<file path="src/rtl/uart_rx_fifo_if.sv">
// Wishbone classic register port of the UART receive buffer.
interface uart_rx_fifo_if;
  logic        cyc;
  logic        stb;
  logic        we;
  logic [1:0]  adr;
  logic [31:0] dat_i;
  logic [31:0] dat_o;
  logic        ack;

  modport master (output cyc, stb, we, adr, dat_i, input dat_o, ack);
  modport slave  (input cyc, stb, we, adr, dat_i, output dat_o, ack);
endinterface

</file>
<file path="src/rtl/uart_rx_fifo.sv">
// UART receive circular buffer with Wishbone DATA/STATUS/CTRL registers.
// Define UART_RX_IRQ_EN to add the registered irq output and STATUS[19].
module uart_rx_fifo #(
  parameter int DEPTH_LOG2    = 8,
  parameter int IRQ_THRESHOLD = 1
) (
  input  logic         clk,
  input  logic         rst,
  input  logic [7:0]   rx_data,
  input  logic         rx_valid,
  uart_rx_fifo_if.slave wb
`ifdef UART_RX_IRQ_EN
  , output logic       irq
`endif
);
  localparam int            CW      = DEPTH_LOG2 + 1;
  localparam logic [CW-1:0] DEPTH_C = CW'(2**DEPTH_LOG2);
  localparam logic [0:0]    S_IDLE  = 1'b0;
  localparam logic [0:0]    S_ACK   = 1'b1;

  logic [7:0]            mem_q [2**DEPTH_LOG2];
  logic [DEPTH_LOG2-1:0] wr_ptr_q, wr_ptr_d, rd_ptr_q, rd_ptr_d;
  logic [CW-1:0]         count_q, count_d;
  logic                  overrun_q, overrun_d;
  logic [0:0]            state_q, state_d;
  logic [31:0]           dat_q, dat_d;
  logic                  irq_bit;
  logic                  req, empty, full, pop, flush, clr, space, push_ok, overflow;
  logic                  unused_dat;

  assign unused_dat = &{1'b0, wb.dat_i[31:2]};

  assign empty    = (count_q == '0);
  assign full     = (count_q == DEPTH_C);
  assign req      = wb.cyc & wb.stb & (state_q == S_IDLE);
  assign pop      = req & ~wb.we & (wb.adr == 2'd0) & ~empty;
  assign flush    = req & wb.we & (wb.adr == 2'd2) & wb.dat_i[0];
  assign clr      = req & wb.we & (wb.adr == 2'd2) & wb.dat_i[1];
  // A pop in the same cycle frees a slot, so a full buffer still accepts the push.
  assign space    = ~full | pop;
  assign push_ok  = rx_valid & space & ~flush;
  assign overflow = rx_valid & ~space & ~flush;

  always_comb begin
    state_d   = (req) ? S_ACK : S_IDLE;
    dat_d     = dat_q;
    wr_ptr_d  = wr_ptr_q + DEPTH_LOG2'(push_ok);
    rd_ptr_d  = flush ? wr_ptr_q : rd_ptr_q + DEPTH_LOG2'(pop);
    count_d   = flush ? '0 : count_q + CW'(push_ok) - CW'(pop);
    overrun_d = (overrun_q & ~clr) | overflow;
    if (req) begin
      dat_d = '0;
      if (!wb.we) begin
        case (wb.adr)
          2'd0: if (pop) dat_d = {24'h0, mem_q[rd_ptr_q]};
          2'd1: begin
            dat_d[CW-1:0] = count_q;
            dat_d[16]     = empty;
            dat_d[17]     = full;
            dat_d[18]     = overrun_q;
            dat_d[19]     = irq_bit;
          end
          default: dat_d = '0;
        endcase
      end
    end
  end

  always_ff @(posedge clk or posedge rst) begin
    if (rst) begin
      state_q   <= S_IDLE;
      dat_q     <= '0;
      wr_ptr_q  <= '0;
      rd_ptr_q  <= '0;
      count_q   <= '0;
      overrun_q <= 1'b0;
    end else begin
      state_q   <= state_d;
      dat_q     <= dat_d;
      wr_ptr_q  <= wr_ptr_d;
      rd_ptr_q  <= rd_ptr_d;
      count_q   <= count_d;
      overrun_q <= overrun_d;
    end
  end

  always_ff @(posedge clk) begin
    if (push_ok) mem_q[wr_ptr_q] <= rx_data;
  end

`ifdef UART_RX_IRQ_EN
  logic irq_q;
  always_ff @(posedge clk or posedge rst) begin
    if (rst) irq_q <= 1'b0;
    else     irq_q <= (count_q >= CW'(IRQ_THRESHOLD)) | overrun_q;
  end
  assign irq     = irq_q;
  assign irq_bit = irq_q;
`else
  assign irq_bit = 1'b0;
`endif

  assign wb.ack   = (state_q == S_ACK);
  assign wb.dat_o = dat_q;
endmodule
</file>
<file path="src/flat_wrapper.sv">
// flat-port wrapper written by rule: the top's interface ports become plain ports
module uart_rx_fifo_flat 
#(
  parameter int DEPTH_LOG2    = 8,
  parameter int IRQ_THRESHOLD = 1
)
  (clk, rst, rx_data, rx_valid, wb_cyc, wb_stb, wb_we, wb_adr, wb_dat_i, wb_dat_o, wb_ack);
  uart_rx_fifo_if wb_i ();
  input  logic clk;
  input  logic rst;
  input  logic [7:0] rx_data;
  input  logic rx_valid;
  input wire logic [$bits(wb_i.cyc)-1:0] wb_cyc;
  input wire logic [$bits(wb_i.stb)-1:0] wb_stb;
  input wire logic [$bits(wb_i.we)-1:0] wb_we;
  input wire logic [$bits(wb_i.adr)-1:0] wb_adr;
  input wire logic [$bits(wb_i.dat_i)-1:0] wb_dat_i;
  output wire logic [$bits(wb_i.dat_o)-1:0] wb_dat_o;
  output wire logic [$bits(wb_i.ack)-1:0] wb_ack;
  assign wb_i.cyc = wb_cyc;
  assign wb_i.stb = wb_stb;
  assign wb_i.we = wb_we;
  assign wb_i.adr = wb_adr;
  assign wb_i.dat_i = wb_dat_i;
  assign wb_dat_o = wb_i.dat_o;
  assign wb_ack = wb_i.ack;
  uart_rx_fifo #(.DEPTH_LOG2(DEPTH_LOG2), .IRQ_THRESHOLD(IRQ_THRESHOLD)) u_core (.clk(clk), .rst(rst), .rx_data(rx_data), .rx_valid(rx_valid), .wb(wb_i));
endmodule
</file>
<file path="config.mk">
export PLATFORM = sky130hd
export DESIGN_NAME = uart_rx_fifo_flat
export DESIGN_NICKNAME = d
export VERILOG_FILES = /design/src/rtl/uart_rx_fifo_if.sv /design/src/rtl/uart_rx_fifo.sv /design/src/flat_wrapper.sv
export SDC_FILE = /design/constraint.sdc
export NUM_CORES = 2
export LEC_CHECK = 0
export CAP_MARGIN = 20
export CORE_UTILIZATION = 45
export CTS_CLUSTER_DIAMETER = 60
export DETAILED_ROUTE_END_ITERATION = 8
export PLACE_DENSITY_LB_ADDON = 0.15
export SKIP_CTS_REPAIR_TIMING = 1
export SYNTH_ARGS = -nofsm -noshare
export SYNTH_HDL_FRONTEND = slang
export SYNTH_SLANG_ARGS = --single-unit
</file>
<file path="constraint.sdc">
create_clock -name clk -period 6.1 [get_ports clk]
set_clock_uncertainty 0.15 [all_clocks]
set_input_delay 0.61 -clock clk [delete_from_list [all_inputs] [get_ports clk]]
set_output_delay 0.61 -clock clk [all_outputs]
set_load 0.02 [all_outputs]
</file>
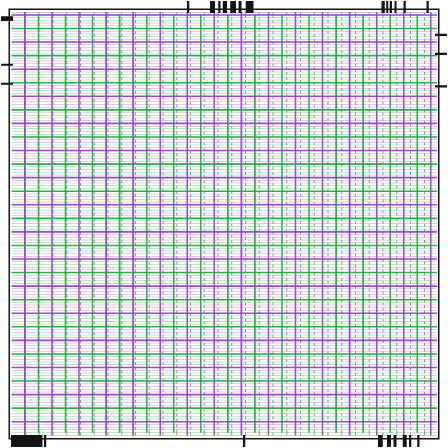
(images/floorplan.png)
Pins as bars on the die edge. Tap cells in gray.
| net | color |
|---|---|
| VDD | green |
| VSS | purple |
signal pins: 81
met5 straps: 31
maximum vdd ir drop: 387.8 uV
die extent in x: 429.3 um
overall die height: 429.3 um
standard cell core area: 0.1811 sq mm

==> qor.tcl <==
set qor(slew-limit-headroom_pct) 20.33
set qor(post_route_setup_slack_ns) 1.257
set qor(first_global_vias) 40430
set qor(r2r-start) {u_core.wb.ack$_DFF_PP0_}
set qor(simple_gate_area_share_pct) 2.729
set qor(hold_path_end) {u_core.mem_q[39][6]$_DFFE_PP_}
set qor(instances_no_fill) 6663
set qor(critical_path.most_common_cell) {sky130_fd_sc_hd__nand3b_1}
set qor(net_count_of_the_finished_layout) 4184
set qor(min-delay-path-class) {primary input to flop}
set qor(r2r.worst_path.cells) 8
set qor(wl_met1_um) 90730
set qor(yosysWarningCount) 0
set qor(cp-endpoint) {u_core.mem_q[10][3]$_DFFE_PP_}
set qor(grt_first_pass_wirelength_um) 303400
set qor(tally_of_max_capacitance_violations) 0
set qor(netlist.area_leader.share_pct) 74.86
set qor(power.internal_uw) 27570
set qor(outcome) {finished, final reports clean}
set qor(drive_gt1_share_pct) 20.60
set qor(synth_top_cell_by_count) {sky130_fd_sc_hd__edfxtp_1}
set qor(yosys.stat.chipArea_sq_mm) 0.08215
set qor(netlist.top_cell.by_area) {sky130_fd_sc_hd__edfxtp_1}
set qor(switching_power_uw) 12100
set qor(fp-row-count) 156
set qor(cp_max_fo) 12
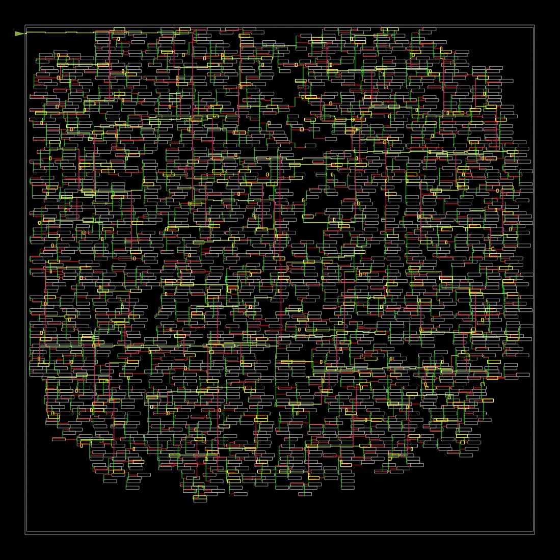
(images/clock_nets.png)
number of sequential cells: 2087
clock sink total: 2087

==> metrics by stage <==
step	power, uW	hold WS [ns]
6_report	39680	0.05464
4_1_cts	39900	0.01071
5_1_grt	40880	0.04605
3_3_place_gp	27200	0.3567
3_5_place_dp	27240	0.3473
2_1_floorplan	23510	0.3162
==> cell type report <==
cell class | count | area [sq um] | share of cell area [%]
diodes | 1 | 2.502 | 0.002724
clock buffers | 256 | 5554 | 6.047
clock inverters | 130 | 1212 | 1.320
inverters | 21 | 83.83 | 0.09126
multi-input cells | 1650 | 17950 | 19.54
flip-flops and latches | 2087 | 62490 | 68.03
well taps | 2370 | 2965 | 3.228
repair buffers | 148 | 1595 | 1.737
Power figures rest on the tool's default switching activity, not on a simulated workload.
